### Signal wires on met1

(1 px per micron)
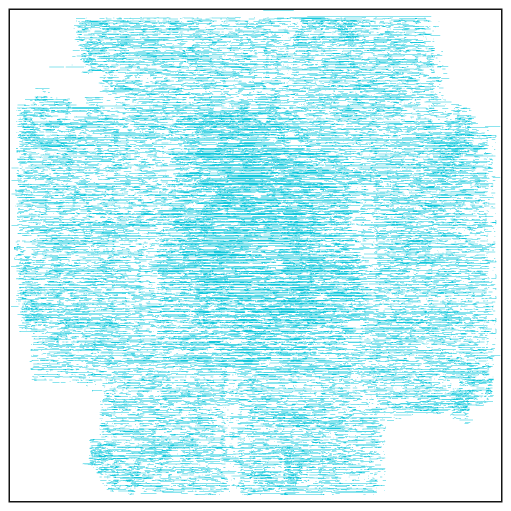
### A small window of the routed layout

Region (356, 356) to (381, 381) microns. Cells in gray, sequential cells in the stronger gray; small squares are vias.
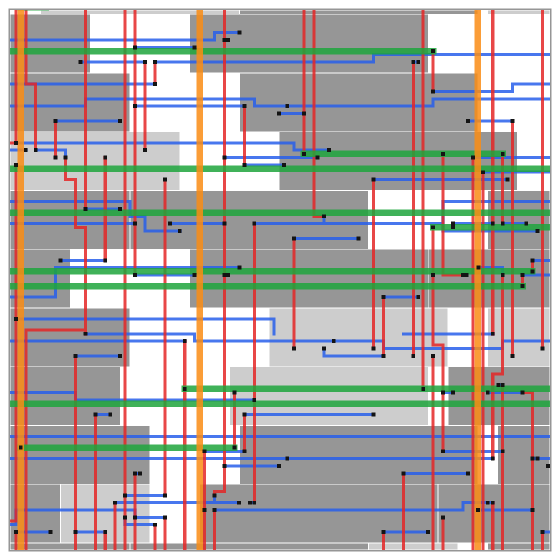
### Sequential cells grouped by signal name

(1 px per micron)
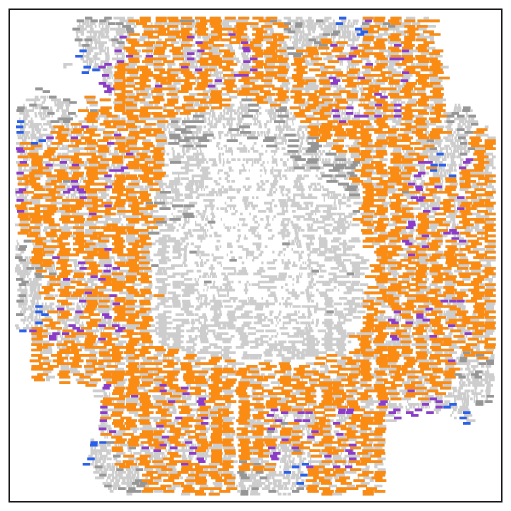
File: src/rtl/router_pkg.sv
// Shared types and constants for the 8x8 serial packet router.
package router_pkg;

    localparam int NPORTS    = 8;
    localparam int PAYLOAD_W = 32;
    localparam int ADDR_W    = 4;
    localparam int DEST_W    = 3;
    localparam int BIT_CNT_W = 5;

    // Index of the final payload bit, the one carried with frame deasserted.
    localparam logic [BIT_CNT_W-1:0] LAST_BIT = BIT_CNT_W'(PAYLOAD_W - 1);

    // Input deserializer states.
    typedef enum logic [1:0] {
        StIdle,
        StAddr,
        StPad,
        StData
    } in_state_e;

    // Output serializer states.
    typedef enum logic {
        StOutIdle,
        StOutSend
    } out_state_e;

    typedef struct packed {
        logic [DEST_W-1:0]    dest;
        logic [PAYLOAD_W-1:0] payload;
    } packet_t;

    // Port index arithmetic wraps modulo NPORTS.
    function automatic logic [DEST_W-1:0] port_add(input logic [DEST_W-1:0] base,
                                                   input int unsigned offs);
        return base + DEST_W'(offs);
    endfunction

endpackage

File: src/rtl/router_in_port.sv
// One router input: frame/valid deserializer feeding a packet FIFO.
// The FIFO head stays put until the owning output pops it after the last bit.
module router_in_port
    import router_pkg::*;
#(
    parameter int unsigned FIFO_DEPTH = 8
) (
    input  logic    clock,
    input  logic    reset_n,
    input  logic    frame_n,
    input  logic    valid_n,
    input  logic    di,
    input  logic    pop,
    output packet_t head,
    output logic    not_empty
);

    localparam int unsigned PTR_W = $clog2(FIFO_DEPTH);

    in_state_e              state_q;
    logic [BIT_CNT_W-1:0]   cnt_q;
    logic [DEST_W-1:0]      dest_q;
    logic [PAYLOAD_W-2:0]   shift_q;
    logic                   push;

    packet_t                mem [FIFO_DEPTH];
    logic [PTR_W:0]         wr_ptr_q;
    logic [PTR_W:0]         rd_ptr_q;
    logic                   full;
    logic                   empty;

    // Packet completes on the edge that samples bit 31 with frame released.
    assign push = (state_q == StData) && !valid_n && frame_n && (cnt_q == LAST_BIT);

    // Input framing FSM: address, optional padding, then 32 payload bits.
    always_ff @(posedge clock) begin
        if (!reset_n) begin
            state_q <= StIdle;
            cnt_q   <= '0;
            dest_q  <= '0;
            shift_q <= '0;
        end else begin
            case (state_q)
                StIdle: begin
                    if (!frame_n) begin
                        dest_q[0] <= di;
                        cnt_q     <= BIT_CNT_W'(1);
                        state_q   <= StAddr;
                    end
                end
                StAddr: begin
                    if (frame_n) begin
                        state_q <= StIdle;
                    end else begin
                        // Address bit 3 is sampled but not stored.
                        if (cnt_q < BIT_CNT_W'(DEST_W)) begin
                            dest_q[cnt_q[1:0]] <= di;
                        end
                        if (cnt_q == BIT_CNT_W'(ADDR_W - 1)) begin
                            cnt_q   <= '0;
                            state_q <= StPad;
                        end else begin
                            cnt_q <= cnt_q + BIT_CNT_W'(1);
                        end
                    end
                end
                StPad: begin
                    if (frame_n) begin
                        state_q <= StIdle;
                    end else if (!valid_n) begin
                        shift_q[0] <= di;
                        cnt_q      <= BIT_CNT_W'(1);
                        state_q    <= StData;
                    end
                end
                StData: begin
                    if (valid_n) begin
                        // Stall; a frame release without data truncates the packet.
                        if (frame_n) begin
                            state_q <= StIdle;
                        end
                    end else if (frame_n || (cnt_q == LAST_BIT)) begin
                        // Either the good end (push) or a short/long packet that is dropped.
                        state_q <= StIdle;
                    end else begin
                        shift_q[cnt_q] <= di;
                        cnt_q          <= cnt_q + BIT_CNT_W'(1);
                    end
                end
                default: state_q <= StIdle;
            endcase
        end
    end

    assign empty     = (wr_ptr_q == rd_ptr_q);
    assign full      = (wr_ptr_q[PTR_W] != rd_ptr_q[PTR_W]) &&
                       (wr_ptr_q[PTR_W-1:0] == rd_ptr_q[PTR_W-1:0]);
    assign not_empty = !empty;
    assign head      = mem[rd_ptr_q[PTR_W-1:0]];

    // FIFO pointers; a push into a full FIFO is silently dropped.
    always_ff @(posedge clock) begin
        if (!reset_n) begin
            wr_ptr_q <= '0;
            rd_ptr_q <= '0;
        end else begin
            if (push && !full) begin
                wr_ptr_q <= wr_ptr_q + 1'b1;
            end
            if (pop && !empty) begin
                rd_ptr_q <= rd_ptr_q + 1'b1;
            end
        end
    end

    // FIFO storage; contents are don't-care until the pointers say otherwise.
    always_ff @(posedge clock) begin
        if (push && !full) begin
            mem[wr_ptr_q[PTR_W-1:0]] <= '{dest: dest_q, payload: {di, shift_q}};
        end
    end

endmodule

File: src/rtl/router.sv
// 8x8 bit-serial packet router.
// Each input buffers whole packets; each output arbitrates among FIFO heads
// addressed to it and replays the packet LSB first.
// Build option: define ROUTER_RR_ARB_EN for round-robin output arbitration;
// otherwise the lowest-numbered requesting input wins.
module router
    import router_pkg::*;
#(
    parameter int unsigned FIFO_DEPTH = 8
) (
    input  logic              clock,
    input  logic              reset_n,
    input  logic [NPORTS-1:0] frame_n,
    input  logic [NPORTS-1:0] valid_n,
    input  logic [NPORTS-1:0] di,
    output logic [NPORTS-1:0] dout,
    output logic [NPORTS-1:0] valido_n,
    output logic [NPORTS-1:0] frameo_n
);

    packet_t              head      [NPORTS];
    logic [NPORTS-1:0]    not_empty;
    logic [NPORTS-1:0]    pop;

    out_state_e           out_state_q [NPORTS];
    logic [DEST_W-1:0]    sel_q       [NPORTS];
    logic [BIT_CNT_W-1:0] out_cnt_q   [NPORTS];
    logic [NPORTS-1:0]    dout_q;
    logic [NPORTS-1:0]    valido_n_q;
    logic [NPORTS-1:0]    frameo_n_q;

`ifdef ROUTER_RR_ARB_EN
    logic [DEST_W-1:0]    last_q      [NPORTS];
`endif

    logic [NPORTS-1:0]    grant_vld;
    logic [DEST_W-1:0]    grant_idx   [NPORTS];
    logic [DEST_W-1:0]    arb_start;
    logic [DEST_W-1:0]    arb_idx;

    for (genvar i = 0; i < NPORTS; i++) begin : g_in
        router_in_port #(
            .FIFO_DEPTH (FIFO_DEPTH)
        ) u_in_port (
            .clock     (clock),
            .reset_n   (reset_n),
            .frame_n   (frame_n[i]),
            .valid_n   (valid_n[i]),
            .di        (di[i]),
            .pop       (pop[i]),
            .head      (head[i]),
            .not_empty (not_empty[i])
        );
    end

    // Per-output arbitration over FIFO heads addressed to it, only while idle.
    always_comb begin
        arb_start = '0;
        arb_idx   = '0;
        grant_vld = '0;
        for (int o = 0; o < NPORTS; o++) begin
            grant_idx[o] = '0;
`ifdef ROUTER_RR_ARB_EN
            // Search starts just past the last winner, so it ranks lowest.
            arb_start = port_add(last_q[o], 1);
`else
            arb_start = '0;
`endif
            for (int k = 0; k < NPORTS; k++) begin
                arb_idx = port_add(arb_start, k);
                if (!grant_vld[o] && (out_state_q[o] == StOutIdle) && not_empty[arb_idx] &&
                    (head[arb_idx].dest == DEST_W'(o))) begin
                    grant_vld[o] = 1'b1;
                    grant_idx[o] = arb_idx;
                end
            end
        end
    end

    // The head is released on the same edge that drives its final bit.
    always_comb begin
        pop = '0;
        for (int o = 0; o < NPORTS; o++) begin
            if ((out_state_q[o] == StOutSend) && (out_cnt_q[o] == LAST_BIT)) begin
                pop[sel_q[o]] = 1'b1;
            end
        end
    end

    // Output serializers; idle state forces at least one idle cycle between packets.
    always_ff @(posedge clock) begin
        if (!reset_n) begin
            for (int o = 0; o < NPORTS; o++) begin
                out_state_q[o] <= StOutIdle;
                sel_q[o]       <= '0;
                out_cnt_q[o]   <= '0;
`ifdef ROUTER_RR_ARB_EN
                last_q[o]      <= DEST_W'(NPORTS - 1);
`endif
            end
            dout_q     <= '0;
            valido_n_q <= '1;
            frameo_n_q <= '1;
        end else begin
            for (int o = 0; o < NPORTS; o++) begin
                case (out_state_q[o])
                    StOutIdle: begin
                        dout_q[o]     <= 1'b0;
                        valido_n_q[o] <= 1'b1;
                        frameo_n_q[o] <= 1'b1;
                        if (grant_vld[o]) begin
                            sel_q[o]       <= grant_idx[o];
                            out_cnt_q[o]   <= '0;
                            out_state_q[o] <= StOutSend;
`ifdef ROUTER_RR_ARB_EN
                            last_q[o]      <= grant_idx[o];
`endif
                        end
                    end
                    StOutSend: begin
                        dout_q[o]     <= head[sel_q[o]].payload[out_cnt_q[o]];
                        valido_n_q[o] <= 1'b0;
                        frameo_n_q[o] <= (out_cnt_q[o] == LAST_BIT);
                        out_cnt_q[o]  <= out_cnt_q[o] + BIT_CNT_W'(1);
                        if (out_cnt_q[o] == LAST_BIT) begin
                            out_state_q[o] <= StOutIdle;
                        end
                    end
                    default: out_state_q[o] <= StOutIdle;
                endcase
            end
        end
    end

    assign dout     = dout_q;
    assign valido_n = valido_n_q;
    assign frameo_n = frameo_n_q;

endmodule

File: config.mk
export PLATFORM = sky130hd
export DESIGN_NAME = router
export DESIGN_NICKNAME = d
export VERILOG_FILES = /design/src/rtl/router_pkg.sv /design/src/rtl/router_in_port.sv /design/src/rtl/router.sv
export SDC_FILE = /design/constraint.sdc
export NUM_CORES = 2
export LEC_CHECK = 0
export CAP_MARGIN = 10
export CORE_MARGIN = 5
export CORE_UTILIZATION = 55
export DETAILED_ROUTE_END_ITERATION = 8
export PLACE_DENSITY = 0.72
export SYNTH_ARGS = -nofsm -noshare
export SYNTH_HDL_FRONTEND = slang
export SYNTH_HIERARCHICAL = 1
export SYNTH_SLANG_ARGS = --single-unit
File: constraint.sdc
create_clock -name clock -period 8.1 [get_ports clock]
set_input_delay 2.025 -clock clock [delete_from_list [all_inputs] [get_ports clock]]
set_output_delay 2.025 -clock clock [all_outputs]
set_load 0.005 [all_outputs]
==> results_dict.tcl <==
# metrics dict for downstream scripts
set metrics [dict create \
    result_of_the_run "finished clean" \
    final.setup_skew_ps 88.2 \
    grt.total_usage_pct 30.8 \
    cts.root.buffer_cell "sky130_fd_sc_hd__clkbuf_16" \
    clock_buffers 383 \
    detail-route-antenna-nets 0 \
    finalWorstSetupSlack_ps 3170 \
    route.detailed.drc 0 \
    layout_top_cell "sky130_fd_sc_hd__edfxtp_1" \
    nWellTaps 3026 \
    min-delay-path-class "reg2reg" \
    post-synth-top-area-fraction_pct 54.5 \
    numPortBuffers 49 \
    grt_max_degree 88 \
    yosys.stat.chipArea_sq_mm 0.127 \
    layout.area.comb_sq_mm 0.0464 \
    die_outline_area_sq_mm 0.241 \
    fp.coreArea_sq_mm 0.230 \
    ff_latch_area_sq_mm 0.0783 \
    worst_r2r_path_depth 10 \
    dominant_cells "sequential cells" \
    seq-cell-share_pct 55.8 \
    netlist-cell-type-count 112 \
    area_share_nonclk_buffers_pct 1.24 \
    regToRegSetupSlack_ps 3170 \
    routedWlPerCell_microns 34.5 \
    synthesis.instances 7612 \
    synth.top_cells.by_area "sky130_fd_sc_hd__edfxtp_1, sky130_fd_sc_hd__mux4_2, sky130_fd_sc_hd__dfxtp_1, sky130_fd_sc_hd__mux2i_1, sky130_fd_sc_hd__mux2_2" \
    layout_min_cycle_time_ps 4930 \
    globalRoute.totalOverflow 0 \
    synth_adder_area_share_pct 0.787 \
    flops 2752 \
    hold-path-endpoint "g_in[5].u_in_port/mem[4][25]" \
    cts_tree "done" \
    final-hold-violation-count 0 \
    topCombFamilyByArea "multiplexers" \
    final_cell_area_sq_mm 0.140 \
    grt_pass1_vias 74800 \
    cap_violations 0 \
    die_width_microns 491 \
    sequence_of_cells_on_the_critical_path "buf_4, mux4_2, mux2_2, mux4_2, nor2b_1, a2111oi_1, a41oi_1, a311o_1, a21oi_1, nor4_1" \
    tns_ps 0 \
    post-synth-top-count-cell "sky130_fd_sc_hd__edfxtp_1" \
    synth-async-reset-ratio_pct 0 \
    synthSimpleGateAreaFrac_pct 7.05 \
    core_util_floorplan_pct 55.3 \
    globalplace.congestion 1.09 \
    timing.critical_path.mode_cell "sky130_fd_sc_hd__mux4_2" \
    worst_r2r_end "dout[6]" \
    dr.pass1.iters 6 \
    power.total_uw 29500 \
    dp_cells 10300 \
    fp.dieH_microns 491 \
    clock_tree_area_fraction_pct 6.87 \
    openroad.warnings 59 \
    critical-path-max-stage-delay_ps 870 \
    crit_arrival_ps 5720 \
    insertedDiodeCount 17 \
    cp.depth 10 \
    place_ws_ps 2980 \
    number_of_cell_instances_after_yosys_synthesis 7612 \
    enable_flop_cells 2311 \
    final_layout_size_suffix_gt1_share_pct 27.5 \
    layout_top_cells_excl_fill_tap "sky130_fd_sc_hd__edfxtp_1, sky130_fd_sc_hd__mux4_2, sky130_fd_sc_hd__nand2_1, sky130_fd_sc_hd__dfxtp_1, sky130_fd_sc_hd__mux2i_1" \
    crit_slowest_cell "sky130_fd_sc_hd__a2111oi_1" \
    synthesis.yosys.warnings 6 \
    grt_setup_unrepaired "no" \
    antenna_found_initial 23 \
    setup_viol_count_final 0 \
    synth-main-ff-cell "sky130_fd_sc_hd__edfxtp_1" \
    clock_sink_count 2752 \
    num_rows 176 \
    nonClockBufferCount 207 \
]
About 'Signal wires on met1':
wire length on this layer: 138 mm
main direction: horizontal
longest straight run: 129 microns
GRT met1 Usage: 41.3%
routed vias: 76000
final wirelength: 375 mm

About 'A small window of the routed layout':
| color | layer |
|---|---|
| red | met2 |
| green | met3 |
| blue | met1 |
| orange | met4 |
netlist names of flops here include: `g_in.u_in_port/mem` (12)
sequential cells in the window: 12
cells with their middle in the window: 16
most frequent: edfxtp_1 (12), mux4_2 (2)

About 'Sequential cells grouped by signal name':
| color | netlist name | sequential cells | where |
|---|---|---|---|
| orange | `g_in.u_in_port/mem` | 2240 | widely spread |
| blue | `g_in.u_in_port/cnt_q` | 40 | widely spread |
| purple | `g_in.u_in_port/shift_q` | 248 | widely spread |
not colored: 224

-- registers in the layout, summed over array words and instances (netlist names), named ones only --
register                 flops
g_in.u_in_port/cnt_q        40
out_cnt_q                   40
g_in.u_in_port/state_q      16
g_in.u_in_port/dest_q       24
valido_n                     8
g_in.u_in_port/wr_ptr_q     32
dout                         8
g_in.u_in_port/rd_ptr_q     32
sel_q                       24
g_in.u_in_port/mem        2240
g_in.u_in_port/shift_q     248
out_state_q                  8
frameo_n                     8
-- per-layer routing --
layer / GRT usage [%] / part of all wire (%)
met1: 41.3 / 37
met2: 45.1 / 44
met3: 10.4 / 13
met4: 16.1 / 6.2
met5: 0 / 0.014
-- power breakdown --
part           switching [uW]  internal, uW
combinational             572           308
sequential               95.4         15200
clock                    5420          7910
Power figures rest on the tool's default switching activity, not on a simulated workload.
